**src/rtl/msg_pkg.sv**
```systemverilog
// Shared widths, FSM state type and display constants for the ROM message scanner.
package msg_pkg;

    localparam int unsigned ADDR_W = 10;
    localparam int unsigned DATA_W = 16;
    localparam int unsigned SEG_W  = 7;

    typedef enum logic [1:0] {
        StIdle,
        StFetch,
        StCapture,
        StShow
    } state_e;

    localparam logic [SEG_W-1:0] SEG_BLANK = 7'h00;
    localparam logic [1:0]       DIG_OFF   = 2'b11;
    localparam logic [1:0]       DIG_LEFT  = 2'b01;
    localparam logic [1:0]       DIG_RIGHT = 2'b10;

endpackage

```
**src/rtl/seg_scan_mux.sv**
```systemverilog
// Two-digit 7-segment multiplexer: scan counter, phase toggle and registered seg/dig_sel.
module seg_scan_mux
    import msg_pkg::*;
#(
    parameter int unsigned SCAN_DIV = 25_000
) (
    input  logic             clk,
    input  logic             rst_n,
    input  logic             active,
    input  logic [13:0]      word,
    output logic [SEG_W-1:0] seg,
    output logic [1:0]       dig_sel
);

    localparam int unsigned        CNT_W   = (SCAN_DIV > 1) ? $clog2(SCAN_DIV) : 1;
    localparam logic [CNT_W-1:0] CNT_LAST = CNT_W'(SCAN_DIV - 1);

    logic [CNT_W-1:0] cnt_q, cnt_d;
    logic             phase_q, phase_d;
    logic [SEG_W-1:0] seg_q, seg_d;
    logic [1:0]       dig_q, dig_d;

    always_comb begin
        cnt_d   = cnt_q;
        phase_d = phase_q;
        seg_d   = SEG_BLANK;
        dig_d   = DIG_OFF;
        if (!active) begin
            cnt_d   = '0;
            phase_d = 1'b0;
        end else begin
            // Coming out of blank always starts on the left digit with a fresh count.
            if (dig_q == DIG_OFF) begin
                cnt_d   = '0;
                phase_d = 1'b0;
            end else if (cnt_q == CNT_LAST) begin
                cnt_d   = '0;
                phase_d = ~phase_q;
            end else begin
                cnt_d = cnt_q + CNT_W'(1);
            end
            seg_d = phase_d ? word[6:0] : word[13:7];
            dig_d = phase_d ? DIG_RIGHT : DIG_LEFT;
        end
    end

    always_ff @(posedge clk or negedge rst_n) begin
        if (!rst_n) begin
            cnt_q   <= '0;
            phase_q <= 1'b0;
            seg_q   <= SEG_BLANK;
            dig_q   <= DIG_OFF;
        end else begin
            cnt_q   <= cnt_d;
            phase_q <= phase_d;
            seg_q   <= seg_d;
            dig_q   <= dig_d;
        end
    end

    assign seg     = seg_q;
    assign dig_sel = dig_q;

endmodule

```
**src/rtl/rom_msg_scanner.sv**
```systemverilog
// Walks a message stored in ROM: fetches one word per dwell period and shows its two
// characters on a multiplexed 2-digit 7-segment display.
module rom_msg_scanner
    import msg_pkg::*;
#(
    parameter int unsigned       MSG_LEN   = 6,
    parameter logic [ADDR_W-1:0] BASE_ADDR = '0,
    parameter int unsigned       STEP_DIV  = 50_000_000,
    parameter int unsigned       SCAN_DIV  = 25_000
) (
    input  logic              clk,
    input  logic              rst_n,
    input  logic              en,
    output logic [ADDR_W-1:0] address,
    output logic              cs_rom,
    input  logic [DATA_W-1:0] rom_data,
    output logic [SEG_W-1:0]  seg,
    output logic [1:0]        dig_sel,
    output logic              wrap
);

    localparam int unsigned      IDX_W    = (MSG_LEN > 1) ? $clog2(MSG_LEN) : 1;
    localparam logic [IDX_W-1:0] IDX_LAST = IDX_W'(MSG_LEN - 1);
    localparam int unsigned      DW_W     = (STEP_DIV > 1) ? $clog2(STEP_DIV) : 1;
    localparam logic [DW_W-1:0]  DW_LAST  = DW_W'(STEP_DIV - 1);

    state_e            state_q, state_d;
    logic [IDX_W-1:0]  idx_q, idx_d;
    logic [ADDR_W-1:0] address_q, address_d;
    logic [DW_W-1:0]   dwell_q, dwell_d;
    logic              wrap_q, wrap_d;
    logic [13:0]       disp_q, disp_d;
    logic              disp_valid_q, disp_valid_d;

    logic              scan_active;
    logic [13:0]       scan_word;

    // Character bits only; the top two ROM bits carry no display meaning.
    logic              unused_rom_bits;
    assign unused_rom_bits = ^rom_data[15:14];

    always_comb begin
        state_d      = state_q;
        idx_d        = idx_q;
        address_d    = address_q;
        dwell_d      = dwell_q;
        wrap_d       = 1'b0;
        disp_d       = disp_q;
        disp_valid_d = disp_valid_q;
        if (state_q != StIdle && !en) begin
            state_d      = StIdle;
            idx_d        = '0;
            address_d    = BASE_ADDR;
            dwell_d      = '0;
            disp_valid_d = 1'b0;
        end else begin
            unique case (state_q)
                StIdle: begin
                    if (en) state_d = StFetch;
                end
                StFetch: state_d = StCapture;
                StCapture: begin
                    disp_d       = rom_data[13:0];
                    disp_valid_d = 1'b1;
                    dwell_d      = '0;
                    state_d      = StShow;
                end
                StShow: begin
                    if (dwell_q == DW_LAST) begin
                        idx_d     = (idx_q == IDX_LAST) ? '0 : idx_q + IDX_W'(1);
                        address_d = BASE_ADDR + ADDR_W'(idx_d);
                        wrap_d    = (idx_d == '0);
                        dwell_d   = '0;
                        state_d   = StFetch;
                    end else begin
                        dwell_d = dwell_q + DW_W'(1);
                    end
                end
                default: state_d = StIdle;
            endcase
        end
    end

    always_ff @(posedge clk or negedge rst_n) begin
        if (!rst_n) begin
            state_q      <= StIdle;
            idx_q        <= '0;
            address_q    <= BASE_ADDR;
            dwell_q      <= '0;
            wrap_q       <= 1'b0;
            disp_q       <= '0;
            disp_valid_q <= 1'b0;
        end else begin
            state_q      <= state_d;
            idx_q        <= idx_d;
            address_q    <= address_d;
            dwell_q      <= dwell_d;
            wrap_q       <= wrap_d;
            disp_q       <= disp_d;
            disp_valid_q <= disp_valid_d;
        end
    end

    // Feed the fresh ROM word straight in during CAPTURE so it shows on the load edge.
    assign scan_active = en && ((state_q == StCapture) || (state_q != StIdle && disp_valid_q));
    assign scan_word   = (state_q == StCapture) ? rom_data[13:0] : disp_q;

    seg_scan_mux #(
        .SCAN_DIV (SCAN_DIV)
    ) u_seg_scan_mux (
        .clk     (clk),
        .rst_n   (rst_n),
        .active  (scan_active),
        .word    (scan_word),
        .seg     (seg),
        .dig_sel (dig_sel)
    );

    assign address = address_q;
    assign cs_rom  = (state_q == StFetch);
    assign wrap    = wrap_q;

endmodule

```
**config.mk**
```make
export PLATFORM = sky130hd
export DESIGN_NAME = rom_msg_scanner
export DESIGN_NICKNAME = d
export VERILOG_FILES = /design/src/rtl/msg_pkg.sv /design/src/rtl/seg_scan_mux.sv /design/src/rtl/rom_msg_scanner.sv
export SDC_FILE = /design/constraint.sdc
export NUM_CORES = 1
export LEC_CHECK = 0
export CAP_MARGIN = 30
export CORE_ASPECT_RATIO = 1.2
export CORE_MARGIN = 4
export CORE_UTILIZATION = 53
export DETAILED_ROUTE_END_ITERATION = 16
export PLACE_DENSITY = 0.73
export SYNTH_ARGS = -nofsm -noshare
export SYNTH_HDL_FRONTEND = slang
export SYNTH_SLANG_ARGS = --single-unit
```
**constraint.sdc**
```tcl
create_clock -name clk -period 3.2 [get_ports clk]
set_clock_uncertainty 0.1 [all_clocks]
set_input_delay 0.48 -clock clk [delete_from_list [all_inputs] [get_ports clk]]
set_output_delay 0.48 -clock clk [all_outputs]
set_load 0.02 [all_outputs]
```
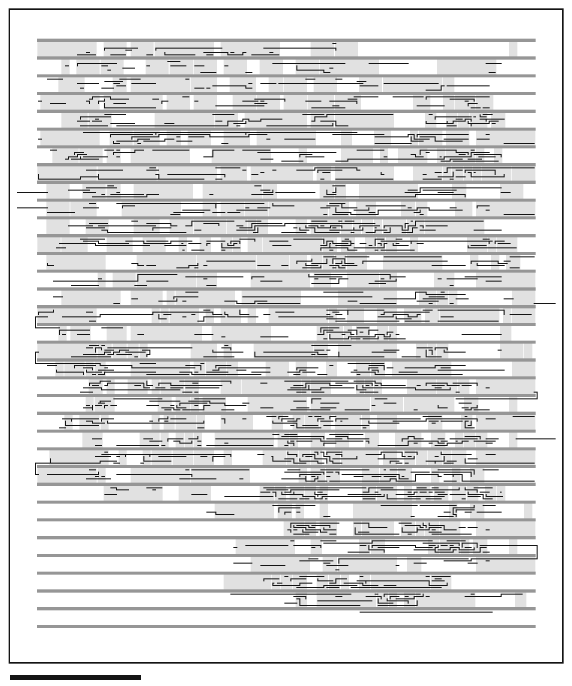
**Above:** M1 wires.
Scale bar: 20 um. Supply wires on this layer in grey.
- wire length on this layer: 3390 um
- main direction: horizontal
- share of all routed wire: 44%
- nets with wire on the layer: 384
- longest straight run: 41.9 um
Routed WL: 7746 um
met1 usage: 23.69%
Vias: 2860

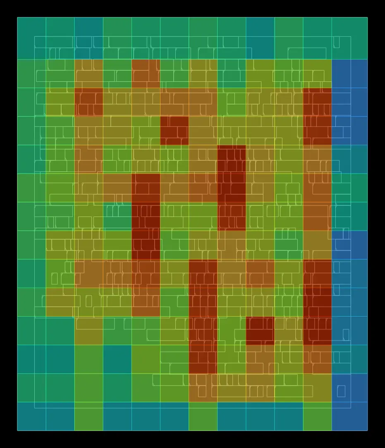
**Above:** track usage over the die.
total track usage: 19.06%
final core occ: 62.54%
met2 Usage GRT: 31.95%
most used routing layer: met2

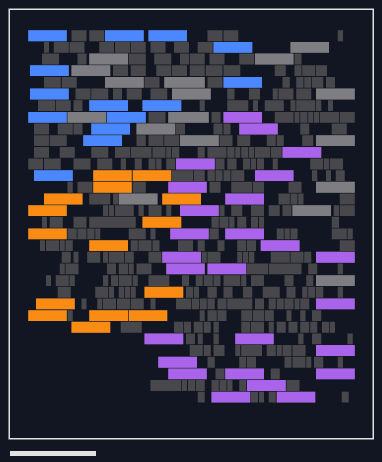
**Above:** register map, names as in the netlist.
Scale bar: 20 um.
- purple: dwell_q (placed flops 26)
- orange: u_seg_scan_mux.cnt_q (placed flops 15)
- blue: disp_q (placed flops 14)
- not coloured: 17
Flop+latch power: 1.18 mW
Flop area: 0.001804 sq mm

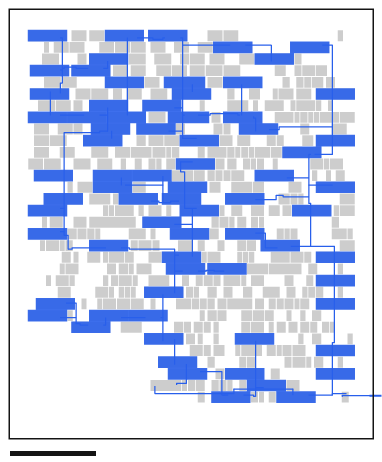
**Above:** I/O nets highlighted.
Scale bar: 20 um.
- blue: rst_n (bits 1; direction input; end cells 72; wire 559 um)
PortBufs: 30
I/O pin count: 40

## metrics by stage
stage,std cells,instance area [sq um],utilization (%),hold slack (ns)
final,496,4287,62.54,0.09495
after global routing,496,4287,62.54,0.1565
after CTS,496,4287,62.54,0.1149
after detailed placement,480,4083,59.57,0.3814
after global placement,480,4083,59.57,0.3670
after floorplan,380,3747,-,0.08441
## state kept, by name, indices dropped and copies added, names as in the netlist
register	flops
disp_q	14
address	3
u_seg_scan_mux.cnt_q	15
disp_valid_q	1
u_seg_scan_mux.phase_q	1
state_q	2
dwell_q	26
wrap	1
u_seg_scan_mux.seg	7
u_seg_scan_mux.dig_sel	2
## worst max-delay path, cell delays in order, from the launching register on
cell	delay [ns]
dfrtp_1	0.45
or4_4	0.59
nor4_4	0.37
a21o_1	0.44
o21ai_0	0.16
a21bo_2	0.24
==> impl_metrics.py <==
# Metrics from the implementation run
metrics = {
    "die": {
        "core_sq_mm": 0.006854,
        "dieArea_sq_mm": 0.008439,
        "rows": 33,
        "n_tap_cell": 87,
    },
    "logic_synthesis": {
        "synth.cell_area_sq_mm": 0.003725,
        "adder_share_pct": 2.015,
        "top_area_share_pct": 47.03,
        "synthTopCellsByArea": "dfrtp_1 (47%), mux2i_1 (4.6%), mux2_2 (4.2%)",
        "yosysWarnings": 0,
        "yosys.area_share.simple_pct": 20.83,
        "async_reset_ff_share_pct": 100.0,
        "edf_count": 0,
        "ys_top_cells_by_count": "dfrtp_1 (70), nor2_1 (34), nand2_1 (26)",
        "ff_type": "dfrtp_1",
        "ys_area_sq_mm": 0.003725,
        "ys_top_logic_family": "simple AND/OR/NAND/NOR gates",
        "synth_cell_types": 52,
        "numSynthFlops": 72,
        "yosys.area_share.aoi_pct": 11.79,
        "synthXorXnorAreaFrac_pct": 3.527,
        "ys_sh_mux_pct": 8.801,
        "avgSynthCellArea_sq_um": 9.959,
    },
    "worst_setup_path": {
        "criticalPathCategory": "flip-flop to flip-flop",
        "r2r_setup_slack_ns": 0.75,
        "rr_endpoint": "dwell_q[12]",
        "rr_worst_depth": 5,
        "endpoint": "dwell_q[12]",
        "arrival_ns": 2.59,
        "required_ns": 3.34,
        "worstSetupStartpointType": "flip-flop",
    },
    "finish": {
        "layout-drive-gt1-share_pct": 11.98,
        "buf_share_pct": 7.881,
        "mi_logic_area_sq_mm": 0.001775,
        "lay_top_cells": "dfrtp_1 (70), nor2_1 (34), clkdlybuf4s50_1 (29)",
        "inv_count": 15,
        "fin_nets": 429,
        "final-clk-cell-share_pct": 4.758,
        "seqAreaFraction_pct": 42.09,
        "diodes": 0,
        "n_clock_buffer": 9,
        "final_common_cell": "dfrtp_1",
        "logic_gate_count": 272,
    },
    "timing": {
        "hold_viol": 0,
        "rsz0062_at_grt": "false",
        "max_freq_mhz": 408.1,
        "finalWorstSetupSlack_ns": 0.7495,
        "drv_slew": 0,
        "fin_crit_sh_pct": 76.58,
        "worst_pin_slew_ns": 0.7807,
        "tns_ns": 0,
    },
    "clock_tree": {
        "cts.hold.buffers_added": 0,
        "cts.sinks": 72,
        "cts.clk_slew.worst_paths_ns": 0.09,
        "cts_buffer_depth": 2,
    },
    "flow_run": {
        "warnings": 31,
        "drv_cap": 0,
    },
    "power": {
        "power_leader": "registers",
        "ir_drop_v": 0.0003956,
        "comb_power_mw": 0.857,
        "p_int_mw": 1.814,
        "p_comb_share_pct": 30.9,
        "p_leak_nw": 1.710,
        "share_clk_of_total_power_pct": 26.7,
    },
    "global_routing": {
        "antenna_found_initial": 0,
        "grt_start_max_net_pins": 42,
    },
    "detailed_routing": {
        "wl_met2_um": 3911,
        "met3_wirelength_um": 284,
        "drt_iter0_markers": 201,
        "routed.top_layer": "met4",
        "drc": 0,
    },
    "placed_design": {
        "gp_congestion": 0.8416,
        "hpwl_um": 5352,
        "place_ws_ns": 0.6757,
    },
    "run_status": {
        "status": "finished, final reports clean",
    },
}
Power is estimated from default activity; no workload was simulated.
